<file path="src/rtl/vga_frame_capture_if.sv">
// Frame-capture bus: incoming VGA video, capture control and
// the single frame-buffer write port.
interface vga_frame_capture_if #(
  parameter int AW = 19
);
  logic          hs;
  logic          vs;
  logic [11:0]   rgb;
  logic          cap_req;
  logic          we;
  logic [AW-1:0] waddr;
  logic [11:0]   wdata;
  logic          busy;
  logic          done;
  logic          err;

  modport master (
    output hs, vs, rgb, cap_req,
    input  we, waddr, wdata, busy, done, err
  );

  modport slave (
    input  hs, vs, rgb, cap_req,
    output we, waddr, wdata, busy, done, err
  );
endinterface

</file>
<file path="src/rtl/vga_frame_capture.sv">
// Grabs one full active VGA frame per request and writes it
// linearly into the frame buffer, aborting on sync timing errors.
module vga_frame_capture #(
  parameter int H_BP  = 64,
  parameter int H_ACT = 800,
  parameter int H_TOT = 1040,
  parameter int V_BP  = 23,
  parameter int V_ACT = 600,
  parameter int AW    = 19
) (
  input logic              pclk,
  input logic              rstn,
  vga_frame_capture_if.slave io_cap
);

  typedef enum logic [2:0] {
    S_IDLE,
    S_ARM,
    S_VBP,
    S_ACT,
    S_DONE
  } state_t;

  localparam logic [AW-1:0] LAST = AW'(H_ACT * V_ACT - 1);
  localparam logic [10:0] HC_LO  = 11'(H_BP);
  localparam logic [10:0] HC_HI  = 11'(H_BP + H_ACT - 1);
  localparam logic [10:0] HC_END = 11'(H_TOT - 1);

  state_t r_state;
  state_t w_nxt;

  logic          r_hs_q;
  logic          r_hs_qq;
  logic          r_vs_q;
  logic          r_vs_qq;
  logic [11:0]   r_rgb_q;
  logic [11:0]   r_rgb_qq;
  logic [10:0]   r_hcnt;
  logic [10:0]   r_lcnt;
  logic [AW-1:0] r_wptr;
  logic          r_we;
  logic [AW-1:0] r_waddr;
  logic [11:0]   r_wdata;
  logic          r_busy;
  logic          r_done;
  logic          r_err;

  logic w_hs_fall;
  logic w_vs_fall;
  logic w_in_act;
  logic w_last;
  logic w_chk;
  logic w_viol;
  logic w_wr;

  assign w_hs_fall = r_hs_qq & ~r_hs_q;
  assign w_vs_fall = r_vs_qq & ~r_vs_q;
  assign w_in_act  = (r_hcnt >= HC_LO) && (r_hcnt <= HC_HI);
  assign w_last    = r_we && (r_waddr == LAST);
  assign w_chk     = (r_state == S_VBP) || (r_state == S_ACT);

  // the completed final write wins over a coincident sync edge
  assign w_viol = w_chk && !w_last &&
                  ((w_hs_fall && (r_hcnt != HC_END)) || w_vs_fall);

  // rgb_qq lines up with hcnt: pixel p after hs fall has hcnt == p
  assign w_wr = (r_state == S_ACT) && w_in_act && !w_viol && !w_last;

  always_comb begin
    w_nxt = r_state;
    unique case (r_state)
      S_IDLE: if (io_cap.cap_req) w_nxt = S_ARM;
      S_ARM:  if (w_vs_fall) w_nxt = S_VBP;
      S_VBP: begin
        if (w_viol)
          w_nxt = S_DONE;
        else if (w_hs_fall && (r_lcnt == 11'(V_BP)))
          w_nxt = S_ACT;
      end
      S_ACT:  if (w_last || w_viol) w_nxt = S_DONE;
      S_DONE: w_nxt = S_IDLE;
      default: w_nxt = S_IDLE;
    endcase
  end

  always_ff @(posedge pclk) begin
    if (!rstn) begin
      r_state  <= S_IDLE;
      r_hs_q   <= 1'b0;
      r_hs_qq  <= 1'b0;
      r_vs_q   <= 1'b0;
      r_vs_qq  <= 1'b0;
      r_rgb_q  <= '0;
      r_rgb_qq <= '0;
      r_hcnt   <= '0;
      r_lcnt   <= '0;
      r_wptr   <= '0;
      r_we     <= 1'b0;
      r_waddr  <= '0;
      r_wdata  <= '0;
      r_busy   <= 1'b0;
      r_done   <= 1'b0;
      r_err    <= 1'b0;
    end else begin
      r_hs_q   <= io_cap.hs;
      r_hs_qq  <= r_hs_q;
      r_vs_q   <= io_cap.vs;
      r_vs_qq  <= r_vs_q;
      r_rgb_q  <= io_cap.rgb;
      r_rgb_qq <= r_rgb_q;

      if (w_hs_fall)
        r_hcnt <= '0;
      else if (r_hcnt != 11'h7ff)
        r_hcnt <= r_hcnt + 11'd1;

      r_state <= w_nxt;

      if (r_state == S_ARM)
        r_lcnt <= '0;
      else if ((r_state == S_VBP) && w_hs_fall)
        r_lcnt <= r_lcnt + 11'd1;

      if (r_state == S_ARM)
        r_wptr <= '0;
      else if (w_wr)
        r_wptr <= r_wptr + AW'(1);

      r_we <= w_wr;
      if (w_wr) begin
        r_waddr <= r_wptr;
        r_wdata <= r_rgb_qq;
      end

      r_busy <= (w_nxt == S_ARM) || (w_nxt == S_VBP) ||
                (w_nxt == S_ACT);
      r_done <= (w_nxt == S_DONE);

      if ((r_state == S_IDLE) && io_cap.cap_req)
        r_err <= 1'b0;
      else if (w_viol)
        r_err <= 1'b1;
    end
  end

  assign io_cap.we    = r_we;
  assign io_cap.waddr = r_waddr;
  assign io_cap.wdata = r_wdata;
  assign io_cap.busy  = r_busy;
  assign io_cap.done  = r_done;
  assign io_cap.err   = r_err;

endmodule

</file>
<file path="src/flat_wrapper.sv">
// flat-port wrapper written by rule: the top's interface ports become plain ports
module vga_frame_capture_flat 
#(
  parameter int H_BP  = 64,
  parameter int H_ACT = 800,
  parameter int H_TOT = 1040,
  parameter int V_BP  = 23,
  parameter int V_ACT = 600,
  parameter int AW    = 19
)
  (pclk, rstn, io_cap_hs, io_cap_vs, io_cap_rgb, io_cap_cap_req, io_cap_we, io_cap_waddr, io_cap_wdata, io_cap_busy, io_cap_done, io_cap_err);
  vga_frame_capture_if #(.AW(AW)) io_cap_i ();
  input logic pclk;
  input logic rstn;
  input wire logic [$bits(io_cap_i.hs)-1:0] io_cap_hs;
  input wire logic [$bits(io_cap_i.vs)-1:0] io_cap_vs;
  input wire logic [$bits(io_cap_i.rgb)-1:0] io_cap_rgb;
  input wire logic [$bits(io_cap_i.cap_req)-1:0] io_cap_cap_req;
  output wire logic [$bits(io_cap_i.we)-1:0] io_cap_we;
  output wire logic [$bits(io_cap_i.waddr)-1:0] io_cap_waddr;
  output wire logic [$bits(io_cap_i.wdata)-1:0] io_cap_wdata;
  output wire logic [$bits(io_cap_i.busy)-1:0] io_cap_busy;
  output wire logic [$bits(io_cap_i.done)-1:0] io_cap_done;
  output wire logic [$bits(io_cap_i.err)-1:0] io_cap_err;
  assign io_cap_i.hs = io_cap_hs;
  assign io_cap_i.vs = io_cap_vs;
  assign io_cap_i.rgb = io_cap_rgb;
  assign io_cap_i.cap_req = io_cap_cap_req;
  assign io_cap_we = io_cap_i.we;
  assign io_cap_waddr = io_cap_i.waddr;
  assign io_cap_wdata = io_cap_i.wdata;
  assign io_cap_busy = io_cap_i.busy;
  assign io_cap_done = io_cap_i.done;
  assign io_cap_err = io_cap_i.err;
  vga_frame_capture #(.H_BP(H_BP), .H_ACT(H_ACT), .H_TOT(H_TOT), .V_BP(V_BP), .V_ACT(V_ACT), .AW(AW)) u_core (.pclk(pclk), .rstn(rstn), .io_cap(io_cap_i));
endmodule
</file>
<file path="config.mk">
export PLATFORM = sky130hd
export DESIGN_NAME = vga_frame_capture_flat
export DESIGN_NICKNAME = d
export VERILOG_FILES = /design/src/rtl/vga_frame_capture_if.sv /design/src/rtl/vga_frame_capture.sv /design/src/flat_wrapper.sv
export SDC_FILE = /design/constraint.sdc
export NUM_CORES = 1
export LEC_CHECK = 0
export CORE_MARGIN = 2
export CORE_UTILIZATION = 45
export CTS_BUF_LIST = sky130_fd_sc_hd__clkbuf_16
export DETAILED_ROUTE_END_ITERATION = 10
export PLACE_DENSITY = 0.76
export REMOVE_ABC_BUFFERS = 1
export SLEW_MARGIN = 20
export SYNTH_ARGS = -nofsm -noshare
export SYNTH_HDL_FRONTEND = slang
export SYNTH_SLANG_ARGS = --single-unit
</file>
<file path="constraint.sdc">
create_clock -name pclk -period 2.7 [get_ports pclk]
set_input_delay 0.54 -clock pclk [delete_from_list [all_inputs] [get_ports pclk]]
set_output_delay 0.54 -clock pclk [all_outputs]
set_load 0.02 [all_outputs]
</file>
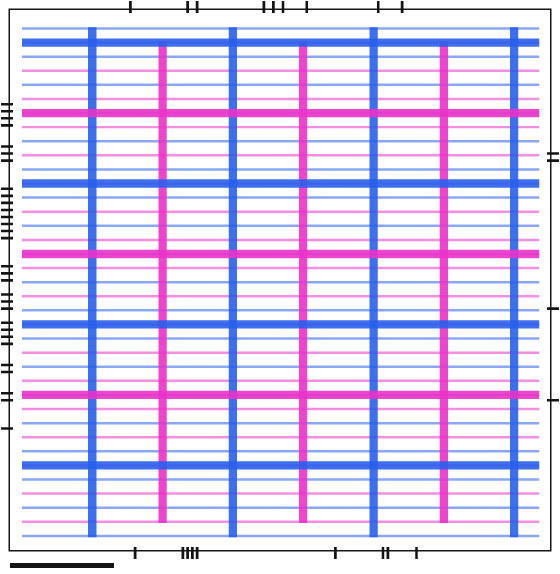
floorplan.png
Scale bar: 20 um. Pins as bars on the die edge.
Magenta is VDD. Blue is VSS.
The core has 36 rows. 52 signal pins sit on the boundary. 7 straps on met4. 37 met1 rails follow the rows.

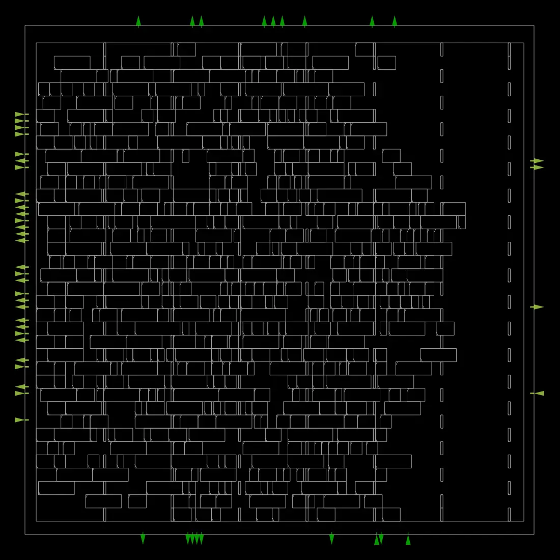
placed.png
Filler Cell Count: 888
Core Box Area: 9770 um^2

==> reports/results.ini <==
[clocking]
cts_tree=done
cts_buffers=9
cts_hold_buf=0
cts_sinks=107

[hold_path]
hold_path_depth=1
min_path_type=register to register

[floorplan]
ios=52
fp_util_pct=46.2
die_h_um=104

[pwr]
power_leakage_nw=1.90
p_clk_mw=1.21
maxPowerGroup=registers

[drt]
vias=3679
drtPass1Iterations=5
routed_wl_um=9700

[flow_run]
maxCapViolations=0

[synth]
numSynthFlops=107
xor_share_pct=3.30
yosysMostFrequentCell=dfxtp_1
logic_family=simple AND/OR/NAND/NOR gates
edf_count=0
avgSynthCellArea_um2=9.04
ys_seq_share_pct=47.4

[global_route]
grtUsageTotal_pct=18.8

[setup_path]
worstReg2RegEnd=u_core.r_wptr[16]
cp-end-kind=register
r2r_start=u_core.r_hcnt[0]

[final_layout]
n_all_inverters=7
comb_area_share_pct=41.2
seq_area_share_pct=39.7

[sta]
relSlewSlack_pct=42.5
fin_tns_setup_ps=0
tightest_slew_ps=855
timing.fmax_mhz=438

[status]
status=finished, final reports clean

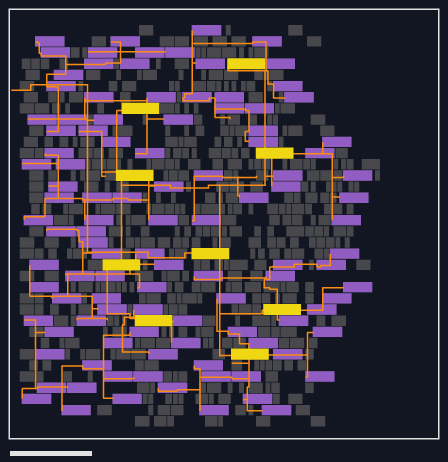
clock_wires.png
Scale bar: 20 um.
Yellow is clock-net drivers, count 9. Orange is clock wires, length 1,100 um. Purple is flip-flops, count 107.
Position of the flops: all over the die. There are 10 routed clock nets.
Clock Latency Late Sink: 350 ps
Setup Skew: 8.84 ps

==> stage by stage <==
stage,setup WS (ps),area (um^2),std cells,hold WS [ps],util (%)
floorplan,4.35,4390,476,412,-
global placement,602,5120,667,413,52.4
detailed placement,506,5120,667,420,52.4
CTS,463,5400,683,437,55.2
global route,332,5400,683,446,55.2
finish,415,5400,683,435,55.2
==> routing by layer <==
| layer | routed length (um) | up-vias | part of all wire [%] | track usage [%] |
|---|---|---|---|---|
| li1 | - | 1821 | - | - |
| met1 | 4280 | 1740 | 44 | 23.3 |
| met2 | 4700 | 98 | 48 | 31.3 |
| met3 | 501 | 20 | 5.2 | 4.01 |
| met4 | 221 | 0 | 2.3 | 8.40 |
| met5 | 0 | - | 0 | 0 |
==> worst max path at each step <==
| stage | startpoint | slack, ps | to | depth (start not counted) |
|---|---|---|---|---|
| after floorplan | u_core.r_hcnt[6] | 4 | u_core.r_wptr[2] | 4 |
| after global placement | u_core.r_hcnt[6] | 600 | u_core.io_cap.wdata[9] | 5 |
| after detailed placement | u_core.r_hcnt[6] | 510 | u_core.io_cap.wdata[8] | 5 |
| after CTS | u_core.r_hcnt[6] | 460 | u_core.r_wptr[1] | 5 |
| after global routing | u_core.r_hcnt[0] | 330 | u_core.r_wptr[16] | 6 |
| final | u_core.r_hcnt[0] | 410 | u_core.r_wptr[16] | 6 |
==> sequential cells by signal (all words and copies together), names as in the netlist, 3 cells and up <==
register             flops
u_core.r_rgb_qq         12
u_core.io_cap.wdata     12
u_core.r_hcnt           11
u_core.r_rgb_q          12
u_core.r_lcnt           11
u_core.r_state           3
u_core.io_cap.waddr     19
u_core.r_wptr           19
==> critical path, cell delays in order (launching register included) <==
cell and delay [ps]:
dfxtp_1 420, ha_1 220, nand4b_1 140, o21ai_0 250
a2111oi_0 710, a31oi_1 190, a31o_2 250
